Design pattern_det_ctrl, sky130hd; sources not shown.
==> images/gate_families.png <==
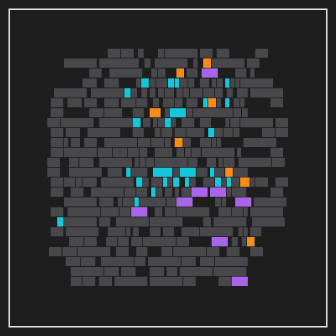
Key: cyan = NOR gates [cells 24, where middle]; orange = AND and OR gates [cells 8]; purple = adder and majority cells [cells 8]
most frequent logic cell in the layout: dfrtp_1
logic share of the area: 43.4%
Post-Layout Cell Count: 346

==> images/final_congestion.png <==
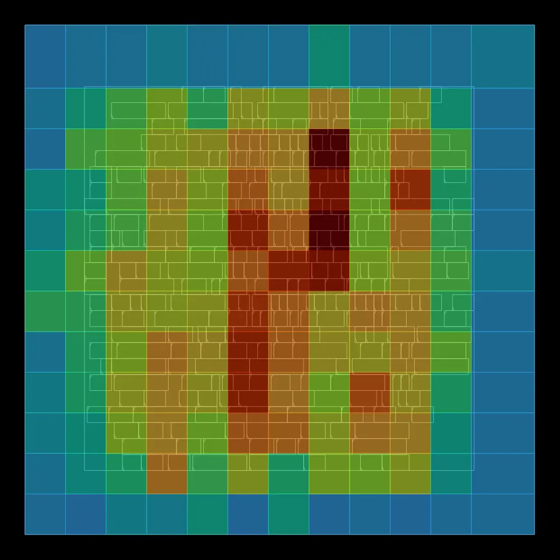
gr busiest metal: met2
met1 usage: 20.6%
GR met2 Demand/Resource: 27.4%
Total Routing Usage GR: 16.8%
post-DR wirelength/cell: 17.9 um

==> images/zoom.png <==
Bar = 10 um. Region (9, 9) to (34, 34) um. Cells in gray, sequential cells in the stronger gray; small squares are vias.
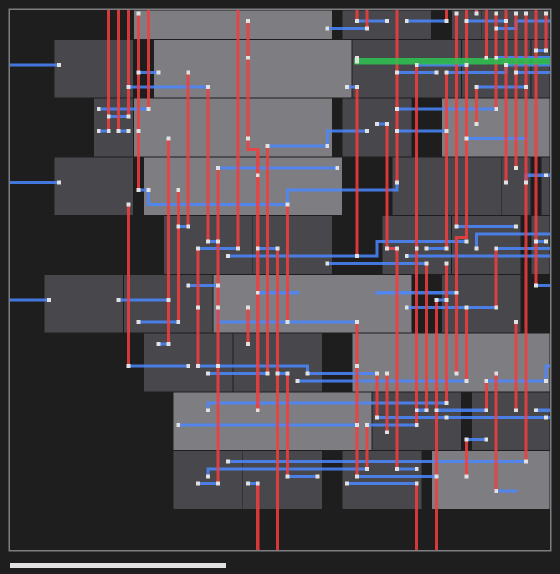
Key: red = met2; green = met3; blue = met1
Most frequent: dfrtp_1 (8), clkdlybuf4s50_1 (7), mux2_2 (6). Sequential cells in the window: 8. 30 logic cells have their middle in the window.

==> images/registers.png <==
Bar = 20 um. Other sequential cells in the stronger gray, the rest of the logic in the fainter gray.
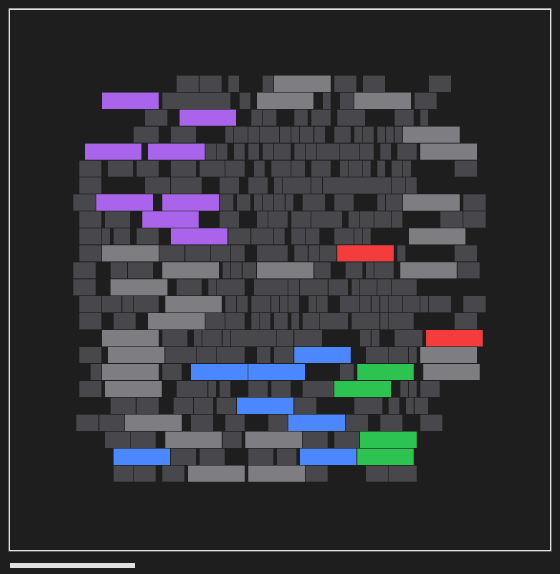
Key: purple = `limit_q` [sequential cells 8]; red = `state_q` [sequential cells 2]; green = `bitcnt_q` [sequential cells 4]; blue = `hist_q` [sequential cells 7, where bottom middle]
Another 25 sequential cells are not colored.
FF/Latch Area: 1150 sq um
Finished Core Util: 74.2%

==> results.yml <==
# flow metrics
outcome:
  status: "completed"
finish:
  fillers: 305
  nClkBuffers: 6
  nets: 329
  syn2layout_area_growth_pct: 20.4
  seq_share_pct: 35.9
  nMultiInputCombCells: 185
  antenna_cells: 0
  drive_gt1_share_pct: 13.9
  design.seq.count: 46
  final_cell_mix: "dfrtp_1 (46), clkdlybuf4s50_1 (39), mux2_2 (21), nand2_1 (16)"
  logic_area_sq_um: 1390
  inv_count: 14
critical_path:
  cp.depth: 7
  start_kind: "input port"
  rrSetupSlack_ns: 3.12
  arrival_ns: 4.09
  cp_slowest_cell: "nor3b_2"
  path_max_fanout: 15
final_timing:
  finClkSkew_ns: 0.00939
  rsz0062_at_grt: "no"
  fin_hold_ws_ns: 0.523
  relSlewSlack_pct: 36.1
  fin_setup_tns_ns: 0
  fin_ws_ns: 2.49
  hold_viol_final: 0
job:
  warning_count: 27
  drv_cap: 0
placement:
  io_buffers: 39
  dpl_cell_area_sq_um: 3070
  gp_congestion: 0.927
  place_hpwl_um: 4520
floorplan:
  core-area_sq_um: 4320
  num_rows: 24
  die_area_sq_um: 7510
  well_tap_count: 52
  initCoreUtil_pct: 61.6
synth:
  edf_count: 0
  netlist_instances: 258
  aoi_share_pct: 17.1
  ys_sh_simple_pct: 15.2
  yosysMostFrequentCell: "dfrtp_1"
  topCellsByArea: "dfrtp_1 (43%), mux2_2 (8.9%), xnor2_1 (4.3%)"
  yosysUniqueCellTypes: 49
  mux_area_share_pct: 9.62
  syn-cell-area_sq_um: 2670
global_routing:
  antenna_found_initial: 0
  gr-total-overflow: 0
  grt_max_degree: 47
  grt_pass1_vias: 2232
drt:
  met1_length_um: 2700
  viasPerCell: 6.36
  top_layer_used: "met4"
  wl_um: 6180
power_and_ir_drop:
  pwr.group.sequential_w: 0.000368
  vdd.ir_drop.worst_mv: 0.200
  p_clk_share_pct: 32.1
  p_switching_w: 0.000237
  seq_power_share_pct: 44.3
  power-top-group: "registers"
  powerDensity_nw_per_um2: 259
clocking:
  hold_buffers: 0
  cts_resized: 0
  cts_made_buffers: 5
  cts.clk_slew.worst_paths_ns: 0.09
  cts.path.max_buffers: 2
hold_path:
  worstHoldPathCells: 1
No activity file was given, so power comes from the tool's default toggle rates.
